File: src/rtl/i2s_capture_ctrl_pkg.sv
// Shared I2S frame constants and capture FSM state encodings.
// Optional CAPTURE_TSTAMP_EN adds one timestamp word to each frame.
package i2s_capture_ctrl_pkg;

  localparam int FRAME_BITS = 6;
  localparam int FRAME_LEN  = 64;

  localparam logic [1:0] ST_IDLE  = 2'd0;
  localparam logic [1:0] ST_WAIT  = 2'd1;
  localparam logic [1:0] ST_DRAIN = 2'd2;

  function automatic int words_per_frame(input int channels);
`ifdef CAPTURE_TSTAMP_EN
    return 2 * channels + 1;
`else
    return 2 * channels;
`endif
  endfunction

endpackage

File: src/rtl/i2s_frame_sync.sv
// Purpose: one-ck frame trigger on the sck rising edge at frame_posn == LATCH_POSN.
// Latency: combinational from sck/frame_posn, using one registered copy of sck.
// Backpressure: none, the trigger is a free-running pulse.
module i2s_frame_sync
  import i2s_capture_ctrl_pkg::*;
#(
  parameter int LATCH_POSN = 2
) (
  input  logic                  ck,
  input  logic                  rst_n,
  input  logic                  sck,
  input  logic [FRAME_BITS-1:0] frame_posn,
  output logic                  trig
);

  logic sck_q;

  always_ff @(posedge ck or negedge rst_n) begin
    if (!rst_n) begin
      sck_q <= 1'b0;
    end else begin
      sck_q <= sck;
    end
  end

  assign trig = sck & ~sck_q & (frame_posn == FRAME_BITS'(LATCH_POSN));

endmodule

File: src/rtl/i2s_capture_ctrl.sv
// Purpose: snapshot all I2S_RX channels once per frame, drain as one word stream (CAPTURE_TSTAMP_EN adds out_ts).
// Latency: first word valid 1 ck after the frame trigger, then 1 word/ck while out_ready is high.
// Backpressure: out_ready low holds the current word; triggers arriving mid-drain are dropped and flag overflow.
module i2s_capture_ctrl
  import i2s_capture_ctrl_pkg::*;
#(
  parameter int CHANNELS   = 4,
  parameter int WIDTH      = 16,
  parameter int LATCH_POSN = 2
) (
  input  logic                            ck,
  input  logic                            rst_n,
  input  logic                            sck,
  input  logic [FRAME_BITS-1:0]           frame_posn,
  input  logic [2*CHANNELS*WIDTH-1:0]     rx_data,
  input  logic                            start,
  input  logic                            stop,
  input  logic [15:0]                     frames,
  output logic [WIDTH-1:0]                out_data,
  output logic [$clog2(2*CHANNELS)-1:0]   out_chan,
  output logic                            out_valid,
  input  logic                            out_ready,
  output logic                            busy,
  output logic                            done,
  output logic                            overflow
`ifdef CAPTURE_TSTAMP_EN
  ,
  output logic                            out_ts
`endif
);

  localparam int NCH    = 2 * CHANNELS;
  localparam int CW     = $clog2(NCH);
  localparam int NWORDS = words_per_frame(CHANNELS);
  localparam int IW     = $clog2(NWORDS);
  localparam logic [IW-1:0] LAST_IDX = IW'(NWORDS - 1);

  logic [1:0]           state;
  logic [IW-1:0]        idx;
  logic [15:0]          remaining;
  logic                 stop_pend;
  logic [NCH*WIDTH-1:0] snap;
  logic                 trig;
  logic                 draining;
  logic                 accept;
  logic [CW-1:0]        pcm_idx;
  logic [WIDTH-1:0]     pcm_dat;

  i2s_frame_sync #(
    .LATCH_POSN (LATCH_POSN)
  ) u_frame_sync (
    .ck         (ck),
    .rst_n      (rst_n),
    .sck        (sck),
    .frame_posn (frame_posn),
    .trig       (trig)
  );

  assign draining = (state == ST_DRAIN);
  assign accept   = draining & out_ready;
  assign busy     = (state != ST_IDLE);
  assign out_valid = draining;

`ifdef CAPTURE_TSTAMP_EN
  logic             is_ts;
  logic [WIDTH-1:0] frame_cnt;
  logic [WIDTH-1:0] ts_snap;

  // Word 0 of every frame is the timestamp, PCM words follow at idx 1..NCH.
  assign is_ts   = (idx == '0);
  assign pcm_idx = is_ts ? '0 : CW'(idx - 1'b1);
  assign out_ts  = draining & is_ts;

  always_ff @(posedge ck or negedge rst_n) begin
    if (!rst_n) begin
      frame_cnt <= '0;
      ts_snap   <= '0;
    end else begin
      if (state == ST_IDLE && start && !stop) begin
        frame_cnt <= '0;
      end else if (trig && state != ST_IDLE) begin
        frame_cnt <= frame_cnt + 1'b1;
      end
      if (state == ST_WAIT && trig && !stop) begin
        ts_snap <= frame_cnt;
      end
    end
  end
`else
  assign pcm_idx = CW'(idx);
`endif

  assign pcm_dat  = snap[pcm_idx*WIDTH +: WIDTH];
  assign out_chan = draining ? pcm_idx : '0;

`ifdef CAPTURE_TSTAMP_EN
  assign out_data = !draining ? '0 : (is_ts ? ts_snap : pcm_dat);
`else
  assign out_data = draining ? pcm_dat : '0;
`endif

  always_ff @(posedge ck or negedge rst_n) begin
    if (!rst_n) begin
      state     <= ST_IDLE;
      idx       <= '0;
      remaining <= '0;
      stop_pend <= 1'b0;
      overflow  <= 1'b0;
      done      <= 1'b0;
      snap      <= '0;
    end else begin
      done <= 1'b0;
      case (state)
        ST_IDLE: begin
          if (start && !stop) begin
            state     <= ST_WAIT;
            remaining <= frames;
            idx       <= '0;
            overflow  <= 1'b0;
            stop_pend <= 1'b0;
          end
        end
        ST_WAIT: begin
          if (stop) begin
            state <= ST_IDLE;
            done  <= 1'b1;
          end else if (trig) begin
            snap  <= rx_data;
            state <= ST_DRAIN;
          end
        end
        ST_DRAIN: begin
          // The snapshot is owned by the frame in flight, so a new trigger is lost.
          if (trig) begin
            overflow <= 1'b1;
          end
          if (stop) begin
            stop_pend <= 1'b1;
          end
          if (accept) begin
            if (idx == LAST_IDX) begin
              idx <= '0;
              if (remaining == 16'd1 || stop_pend || stop) begin
                state <= ST_IDLE;
                done  <= 1'b1;
              end else begin
                // remaining == 0 means continuous capture and stays at zero.
                if (remaining != 16'd0) begin
                  remaining <= remaining - 16'd1;
                end
                state <= ST_WAIT;
              end
            end else begin
              idx <= idx + 1'b1;
            end
          end
        end
        default: state <= ST_IDLE;
      endcase
    end
  end

endmodule

File: config.mk
export PLATFORM = sky130hd
export DESIGN_NAME = i2s_capture_ctrl
export DESIGN_NICKNAME = d
export VERILOG_FILES = /design/src/rtl/i2s_capture_ctrl_pkg.sv /design/src/rtl/i2s_frame_sync.sv /design/src/rtl/i2s_capture_ctrl.sv
export SDC_FILE = /design/constraint.sdc
export NUM_CORES = 1
export LEC_CHECK = 0
export CORE_ASPECT_RATIO = 0.5
export CORE_MARGIN = 4
export CORE_UTILIZATION = 45
export DETAILED_ROUTE_END_ITERATION = 6
export HOLD_SLACK_MARGIN = 0.1
export PLACE_DENSITY = 0.76
export SLEW_MARGIN = 20
export SYNTH_ARGS = -nofsm -noshare
export SYNTH_HDL_FRONTEND = slang
export SYNTH_HIERARCHICAL = 1
export SYNTH_SLANG_ARGS = --single-unit
File: constraint.sdc
create_clock -name ck -period 2.2 [get_ports ck]
set_input_delay 0.33 -clock ck [delete_from_list [all_inputs] [get_ports ck]]
set_output_delay 0.33 -clock ck [all_outputs]
set_load 0.01 [all_outputs]
**Sizing map**

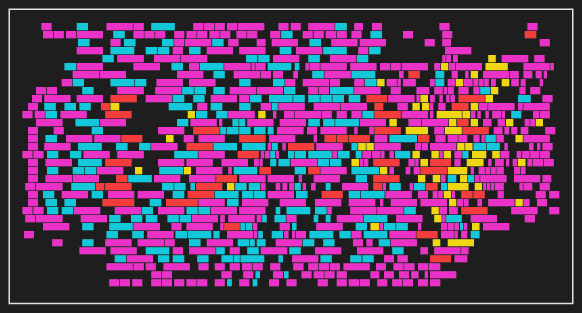
Key: magenta = _0 and _1 cells [cells 488, share 61%]; cyan = _2 cells [cells 212, share 26%]; red = _6 and larger [cells 47, share 5.8%]; yellow = _3 and _4 cells [cells 59, share 7.3%]

**Cells coloured by class**

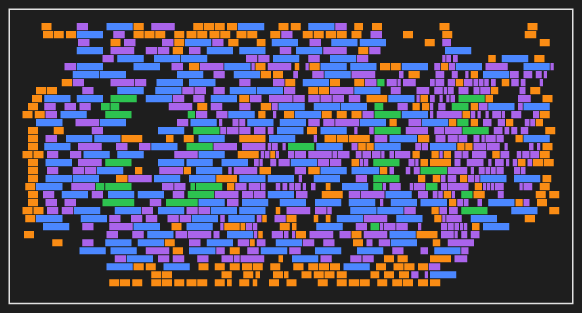
Key: green = clock drivers and dummy loads [cells 32]; blue = sequential cells [cells 153]; orange = remaining buffers and delay cells [cells 244]; purple = combinational and other logic [cells 377]

==> flow_summary.ini <==
; flow metrics
[global_route]
grt_pass1_vias = 5976
gr-usage-met3_pct = 3.89
grt_pass1_wl_microns = 32100
use_met2_pct = 38.9
antenna_found_initial = 0
grt_overflow = 0
met1_usage_pct = 27.4
grt-busiest-layer = met2
grt_max_degree = 129

[final_timing]
worst_slew_pin_slew_ns = 0.746
period_used_pct = 109
finalSetupViolCount = 20
holdWs_ns = 0.382
period_minus_slack_ns = 2.39
skew_ns = 0.0123
setup_ws_ns = -0.188
max-slew-margin-rel_pct = 50.2
hold_viol = 0
max_freq_ghz = 0.419
rsz0062_at_grt = true
final_max_slew_viol_count = 0

[power]
p_int_mw = 5.77
clkPwrFrac_pct = 37.3
combPwrFrac_pct = 21.2
power.share.switching_pct = 28.9
power.density_nw_per_um2 = 757
vdd_drop_max_mv = 0.568
seqPwrFrac_pct = 41.5
p_switching_mw = 2.35
leakage_nw = 4.87

[detailed_routing]
drc = 0
dr_wl_met2_microns = 10800
drt_iter0_markers = 344
routedLengthMet1_microns = 8640
wl_met3_microns = 763
postRouteAntennaNets = 0
drtPass1Iterations = 4
dr_total_vias = 5553
drt-total-wl_microns = 20500
post_drt_via_cell_ratio = 5.38
top_layer_used = met4

[cells_and_area]
layout-drive-gt1-share_pct = 39.5
layout_top_cell = clkdlybuf4s50_1
fill_cells = 1235
syn_to_final_growth_pct = 42.4
largest_reg_flops = 128
reg_top3 = snap x128, remaining x16, idx x3
diodes = 0
comb_area_sq_um = 3600
lay_top_cells = clkdlybuf4s50_1 (157), dfrtp_1 (151), mux2_2 (129)
num-nets-final = 958
regMostFlops = snap
regArea_sq_um = 3830

[yosys]
yosys.cell_count.top_type = dfrtp_1
synth_warnings = 6
mux_area_share_pct = 29.4
adder_share_pct = 1.50
ys_ff = 153
top_area_cell = dfrtp_1
synth_top_area_share_pct = 50.8
netlist_top_cells_area = dfrtp_1 (51%), mux2_2 (19%), mux4_2 (9.6%), nand2_1 (2.4%), a21oi_1 (2.1%)
yosys-stat-area_sq_um = 7530
aoi_share_pct = 7.78
xor_share_pct = 0
simple_gate_share_pct = 7.66
synth_cells = 565
yosysUniqueCellTypes = 63
logic_family = multiplexers
synthArstFlopShare_pct = 100
ys_cells = 565
flop_cell = dfrtp_1
syn_area_sq_um = 7530
syn_avg_cell_area_sq_um = 13.3
synthesis.nets = 730
synth-edff-count = 0
common_cells = dfrtp_1 (153), mux2_2 (129), nand2_1 (49)
ys_seq_share_pct = 50.8

[setup_path]
crit_path_start_kind = register
crit_required_ns = 1.87
max_stage_delay_ns = 0.54
crit_type = reg -> out
crit_chain = buf_12 > buf_12 > mux4_2 > nand2_1 > a21oi_1 > buf_2
arrival_ns = 2.06
worstSetupEndpointType = output port
cp_max_fo = 6
slowest_stage = mux4_2
worstRegToRegCells = 9
cp_common_cell = buf_12

[place]
gp_congestion = 0.885
numPortBuffers = 178
dp_hpwl_microns = 14400
post-place-ws_ns = -0.178

[hold_path]
whs_path_depth = 1
hp-class = in -> reg

[clock_tree]
postCtsSetupRepairBufs = 14
clockRootBuffer = clkbuf_16
cts_made_buffers = 17
holdBufCountCts = 1
cts_max_path_buffers = 2
cts_tree = yes
h-tree-depth = 4
clock-sinks = 153
postCtsResizedCells = 101
clk_pin_slew_ns = 0.06
insertion_delay_ns = 0.42

[floorplanning]
die_w_microns = 191
rows = 33
coreArea_sq_um = 16400
fp_util_pct = 45.9
dieArea_sq_um = 19000
io_pins = 179
die_h_microns = 99.5

[flow_run]
maxCapViolations = 0
warning_count = 35

[outcome]
violations = setup timing
status = finished with violations
**Sequential cells coloured by netlist name**

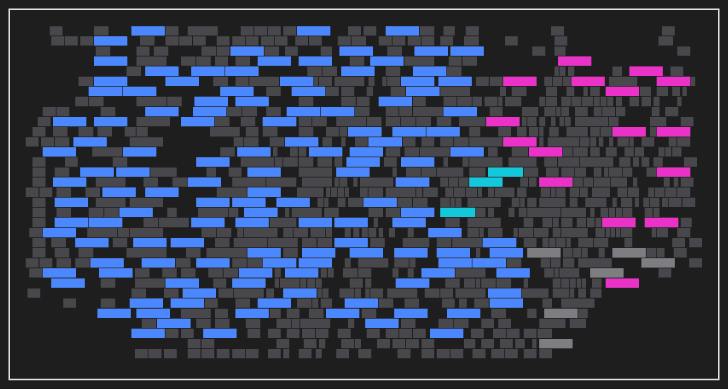
Key: magenta = remaining [sequential cells 16]; cyan = idx [sequential cells 3]; blue = snap [sequential cells 128]

**Routing congestion map**

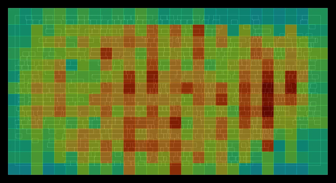
DR WL/cell: 19.8 microns
Final Util: 65.4%
total global-route track usage: 21.6%

metrics by stage:
step / instances / TNS (ns) / power (mW) / instance area, sq um
after floorplan: 565 / 0 / 4.14 / 7530
after global placement: 982 / -18.18 / 4.91 / 9860
after detailed placement: 982 / -20.90 / 4.97 / 9860
after CTS: 1030 / -2.91 / 8.08 / 10700
after global routing: 1033 / -4.74 / 8.44 / 10700
final: 1033 / -2.24 / 8.12 / 10700
power by group through the flow:
stage,Combinational (mW),Clock (mW),Sequential [mW]
5_1_grt,1.86,3.18,3.40
3_5_place_dp,1.57,0,3.40
3_3_place_gp,1.53,0,3.38
4_1_cts,1.66,3.06,3.36
6_report,1.72,3.02,3.37
2_1_floorplan,0.803,0,3.34
final timing paths:
| kind | startpoint | endpoint | slack (ns) |
|---|---|---|---|
| worst max register to register | idx[0]$_DFFE_PN0P_ | remaining[15]$_DFFE_PN0P_ | -0.03 |
| min in group asynchronous | rst_n | remaining[7]$_DFFE_PN0P_ | 0.45 |
| worst min-delay path | sck | u_frame_sync/sck_q$_DFF_PN0_ | 0.38 |
| max in group asynchronous | rst_n | snap[83]$_DFFE_PN0P_ | 1.05 |
| worst max-delay path | idx[0]$_DFFE_PN0P_ | out_data[13] | -0.19 |
| worst min register to register | snap[105]$_DFFE_PN0P_ | snap[105]$_DFFE_PN0P_ | 0.50 |
critical path, delay by kind of cell (launching register included):
family                 cells  cell delay, ns
AOI/OAI and AO/OA          1            0.09
DFF                        1            0.49
buffers and inverters      3            0.42
and+or+nand+nor            1            0.10
muxes                      1            0.54
final cells by class:
cell class | count | share of cell area [%]
Clock buffer | 17 | 3.97
Clock inverter | 15 | 1.70
Inverter | 10 | 0.350
Multi-Input combinational cell | 367 | 33.6
Sequential cell | 153 | 35.7
Tap cell | 227 | 2.65
Timing Repair Buffer | 244 | 22.0
Power and IR drop assume default switching activity.
